[src/rtl/uart_pkg.sv]
// Shared UART encodings: state values seen on the debug GPIO and frame constants.
// The receiver uses the same package so both ends report identical state codes.
package uart_pkg;

    localparam logic [2:0] SM_IDLE    = 3'd0;
    localparam logic [2:0] SM_START   = 3'd1;
    localparam logic [2:0] SM_DATA    = 3'd2;
    localparam logic [2:0] SM_STOP    = 3'd3;
    localparam logic [2:0] SM_CLEANUP = 3'd4;

    localparam int DATA_BITS = 8;

    typedef enum logic [2:0] {
        IDLE    = SM_IDLE,
        START   = SM_START,
        DATA    = SM_DATA,
        STOP    = SM_STOP,
        CLEANUP = SM_CLEANUP
    } tx_state_e;

endpackage

[src/rtl/uart_tx_byte_fifo.sv]
// Synchronous byte FIFO with occupancy count. Writes while full are dropped.
// Reads are only issued by the transmitter when the FIFO is non-empty.
module uart_tx_byte_fifo
    import uart_pkg::*;
#(
    parameter int DEPTH = 8
) (
    input  logic                       clk,
    input  logic                       rst_n,
    input  logic                       wr_en,
    input  logic [DATA_BITS-1:0]       wr_data,
    input  logic                       rd_en,
    output logic [DATA_BITS-1:0]       rd_data,
    output logic [$clog2(DEPTH):0]     count,
    output logic                       full
);

    localparam int PTR_W = $clog2(DEPTH);
    localparam int CNT_W = PTR_W + 1;
    localparam logic [CNT_W-1:0] FULL_CNT = CNT_W'(DEPTH);

    logic [DATA_BITS-1:0] mem_q [DEPTH];
    logic [DATA_BITS-1:0] mem_d [DEPTH];
    logic [PTR_W-1:0]     wr_ptr_q, wr_ptr_d;
    logic [PTR_W-1:0]     rd_ptr_q, rd_ptr_d;
    logic [CNT_W-1:0]     count_q, count_d;
    logic                 push;
    logic                 pop;

    // Pointer, storage and count update; pointers wrap naturally at the power-of-two depth.
    always_comb begin
        push     = wr_en && (count_q != FULL_CNT);
        pop      = rd_en && (count_q != '0);
        mem_d    = mem_q;
        wr_ptr_d = wr_ptr_q;
        rd_ptr_d = rd_ptr_q;
        count_d  = count_q;
        if (push) begin
            mem_d[wr_ptr_q] = wr_data;
            wr_ptr_d        = wr_ptr_q + 1'b1;
        end
        if (pop) begin
            rd_ptr_d = rd_ptr_q + 1'b1;
        end
        case ({push, pop})
            2'b10:   count_d = count_q + 1'b1;
            2'b01:   count_d = count_q - 1'b1;
            default: count_d = count_q;
        endcase
    end

    // FIFO state registers; reset empties the queue.
    always_ff @(posedge clk or negedge rst_n) begin
        if (!rst_n) begin
            for (int i = 0; i < DEPTH; i++) begin
                mem_q[i] <= '0;
            end
            wr_ptr_q <= '0;
            rd_ptr_q <= '0;
            count_q  <= '0;
        end else begin
            mem_q    <= mem_d;
            wr_ptr_q <= wr_ptr_d;
            rd_ptr_q <= rd_ptr_d;
            count_q  <= count_d;
        end
    end

    assign rd_data = mem_q[rd_ptr_q];
    assign count   = count_q;
    assign full    = (count_q == FULL_CNT);

endmodule

[src/rtl/uart_tx_fifo.sv]
// 8N1 UART transmitter fed from a small byte FIFO. Idle line is high.
// All outputs toward the pin and debug GPIO are registered.
//
// state   | meaning
// IDLE    | line high, pop next byte when the FIFO has one
// START   | start bit (low) for one bit time
// DATA    | data bits, LSB first, one bit time each
// STOP    | stop bit (high) for one bit time
// CLEANUP | single cycle before IDLE; raises the done pulse
module uart_tx_fifo
    import uart_pkg::*;
#(
    parameter int CLKS_PER_BIT = 434,
    parameter int FIFO_DEPTH   = 8
) (
    input  logic                          i_Clock,
    input  logic                          i_Reset_n,
    input  logic                          i_TX_DV,
    input  logic [7:0]                    i_TX_Byte,
    output logic                          o_TX_Ready,
    output logic [$clog2(FIFO_DEPTH):0]   o_FIFO_Count,
    output logic                          o_TX_Active,
    output logic                          o_TX_Serial,
    output logic                          o_TX_Done,
    output logic [2:0]                    o_SM_Main
);

    localparam int TIMER_W = $clog2(CLKS_PER_BIT);
    localparam logic [TIMER_W-1:0] BIT_LAST = TIMER_W'(CLKS_PER_BIT - 1);
    localparam logic [2:0]         IDX_LAST = 3'(DATA_BITS - 1);

    tx_state_e              state_q, state_d;
    logic [TIMER_W-1:0]     timer_q, timer_d;
    logic [2:0]             idx_q, idx_d;
    logic [DATA_BITS-1:0]   shift_q, shift_d;
    logic                   serial_q, serial_d;
    logic                   active_q, active_d;
    logic                   done_q, done_d;

    logic                   fifo_pop;
    logic [DATA_BITS-1:0]   fifo_rd_data;
    logic [$clog2(FIFO_DEPTH):0] fifo_count;
    logic                   fifo_full;

    uart_tx_byte_fifo #(
        .DEPTH (FIFO_DEPTH)
    ) u_fifo (
        .clk     (i_Clock),
        .rst_n   (i_Reset_n),
        .wr_en   (i_TX_DV),
        .wr_data (i_TX_Byte),
        .rd_en   (fifo_pop),
        .rd_data (fifo_rd_data),
        .count   (fifo_count),
        .full    (fifo_full)
    );

    // Next-state, bit timer and line level; line outputs are computed from the next state so they register in step with it.
    always_comb begin
        state_d  = state_q;
        timer_d  = timer_q;
        idx_d    = idx_q;
        shift_d  = shift_q;
        fifo_pop = 1'b0;
        case (state_q)
            IDLE: begin
                if (fifo_count != '0) begin
                    fifo_pop = 1'b1;
                    shift_d  = fifo_rd_data;
                    timer_d  = '0;
                    state_d  = START;
                end
            end
            START: begin
                if (timer_q == BIT_LAST) begin
                    timer_d = '0;
                    idx_d   = '0;
                    state_d = DATA;
                end else begin
                    timer_d = timer_q + 1'b1;
                end
            end
            DATA: begin
                if (timer_q == BIT_LAST) begin
                    timer_d = '0;
                    if (idx_q == IDX_LAST) begin
                        state_d = STOP;
                    end else begin
                        idx_d = idx_q + 1'b1;
                    end
                end else begin
                    timer_d = timer_q + 1'b1;
                end
            end
            STOP: begin
                if (timer_q == BIT_LAST) begin
                    timer_d = '0;
                    state_d = CLEANUP;
                end else begin
                    timer_d = timer_q + 1'b1;
                end
            end
            CLEANUP: begin
                state_d = IDLE;
            end
            default: begin
                state_d = IDLE;
            end
        endcase

        case (state_d)
            START:   serial_d = 1'b0;
            DATA:    serial_d = shift_d[idx_d];
            default: serial_d = 1'b1;
        endcase
        active_d = (state_d == START) || (state_d == DATA) || (state_d == STOP);
        done_d   = (state_q == CLEANUP);
    end

    // Transmitter registers; reset aborts any frame and returns the line high.
    always_ff @(posedge i_Clock or negedge i_Reset_n) begin
        if (!i_Reset_n) begin
            state_q  <= IDLE;
            timer_q  <= '0;
            idx_q    <= '0;
            shift_q  <= '0;
            serial_q <= 1'b1;
            active_q <= 1'b0;
            done_q   <= 1'b0;
        end else begin
            state_q  <= state_d;
            timer_q  <= timer_d;
            idx_q    <= idx_d;
            shift_q  <= shift_d;
            serial_q <= serial_d;
            active_q <= active_d;
            done_q   <= done_d;
        end
    end

    assign o_TX_Ready   = !fifo_full;
    assign o_FIFO_Count = fifo_count;
    assign o_TX_Active  = active_q;
    assign o_TX_Serial  = serial_q;
    assign o_TX_Done    = done_q;
    assign o_SM_Main    = state_q;

endmodule

[config.mk]
export PLATFORM = sky130hd
export DESIGN_NAME = uart_tx_fifo
export DESIGN_NICKNAME = d
export VERILOG_FILES = /design/src/rtl/uart_pkg.sv /design/src/rtl/uart_tx_byte_fifo.sv /design/src/rtl/uart_tx_fifo.sv
export SDC_FILE = /design/constraint.sdc
export NUM_CORES = 1
export LEC_CHECK = 0
export CAP_MARGIN = 20
export CORE_MARGIN = 2
export CORE_UTILIZATION = 63
export CTS_BUF_LIST = sky130_fd_sc_hd__clkbuf_4 sky130_fd_sc_hd__clkbuf_8
export CTS_CLUSTER_DIAMETER = 100
export CTS_CLUSTER_SIZE = 8
export DETAILED_ROUTE_END_ITERATION = 8
export PLACE_DENSITY = 0.83
export SETUP_SLACK_MARGIN = 0.02
export SYNTH_ARGS = -nofsm -noshare
export SYNTH_HDL_FRONTEND = slang
export SYNTH_HIERARCHICAL = 1
export SYNTH_SLANG_ARGS = --single-unit
[constraint.sdc]
create_clock -name i_Clock -period 4.1 [get_ports i_Clock]
set_clock_uncertainty 0.15 [all_clocks]
set_input_delay 0.82 -clock i_Clock [delete_from_list [all_inputs] [get_ports i_Clock]]
set_output_delay 0.82 -clock i_Clock [all_outputs]
set_load 0.01 [all_outputs]
**Power grid**

The bar under the picture is 20 um long. Pins as bars on the die edge.
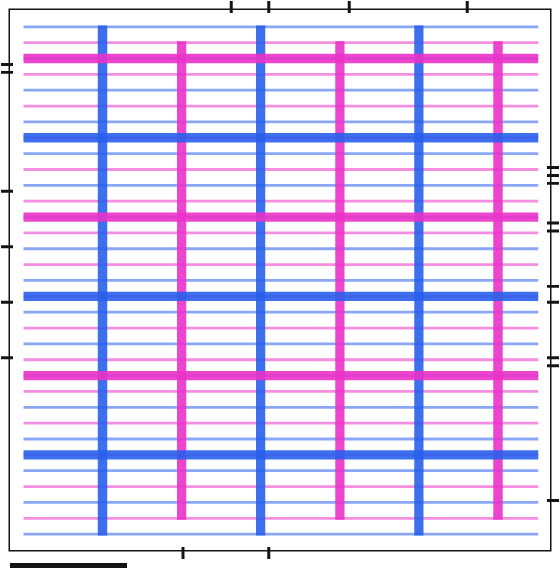
| net | color |
|---|---|
| VDD | magenta |
| VSS | blue |
signal pins: 22
met4 straps: 6
met1 rails: 33
met5 straps: 6
rows: 32

==> impl_metrics.csv <==
group,metric,value,unit
run_status,status,"finished clean",
critical_path,crit_arrival,3.71,ns
critical_path,cp.depth,11,
critical_path,cp-end-kind,"register",
logic_synthesis,synth.distinct_cells,60,
power_and_ir_drop,p_leak,2.338,nW
cts,path_clk_slew,0.10,ns
global_route,busiest_layer,"met2",
critical_path,cp-startpoint,"u_fifo/count[0]",
sta,hold_viol_final,0,
critical_path,reg2reg_depth,11,
logic_synthesis,synth.yosys.seq_area_share,50.58,%
logic_synthesis,netlist_top_cells_area,"dfrtp_1 (50%), mux2_2 (18%), mux4_2 (7.3%)",
cells_and_area,layout.cells.most_common,"dfrtp_1",
logic_synthesis,compound_area_share,5.384,%
critical_path,crit_chain,"nor4_1 > or4_1 > buf_4 > inv_1 > o41ai_1 > inv_1 > ha_1 > ha_1 > or4b_2 > o311ai_0 > o211ai_1",
logic_synthesis,fp_nets,386,
sta,maxSlewViolCount,0,
critical_path,r2r-start,"u_fifo/count[0]",
sta,fin_tns_setup,0,ns
placement,preCtsSetupSlack,0.5082,ns
logic_synthesis,synth_chip_area,4950,um2
logic_synthesis,yosysCellCount,366,
power_and_ir_drop,pwr-share-comb,30.0,%
global_route,antenna_found_initial,0,
detailed_routing,wl_met2,4476,um
logic_synthesis,mux_area_share,27.02,%
critical_path,path_max_fanout,9,
detailed_routing,wire_per_inst,18.08,um
logic_synthesis,fa_ha_area_share,2.427,%
logic_synthesis,most_common_cell,"dfrtp_1",
sta,fmax,0.2769,GHz
cts,cts_hold_buf,0,
**Placement by cell class**

The bar under the picture is 20 um long.
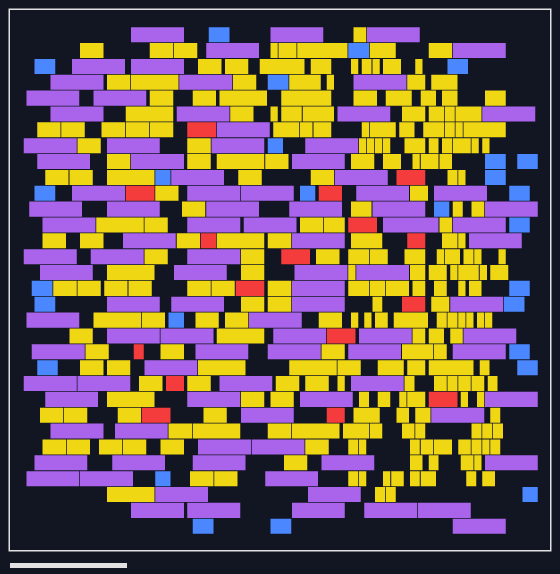
| class | color | cells | share of their area |
|---|---|---|---|
| combinational and other logic | yellow | 249 | 45% |
| clock drivers and dummy loads | red | 16 | 3.5% |
| other buffers and delay cells | blue | 27 | 4.8% |
| flops | purple | 100 | 47% |
Final Core Density: 70.69%
register share of the cell area: 46.07%
cell area after layout: 5434 um2
Rows: 32
core footprint: 7687 um2

Power figures rest on the tool's default switching activity, not on a simulated workload.
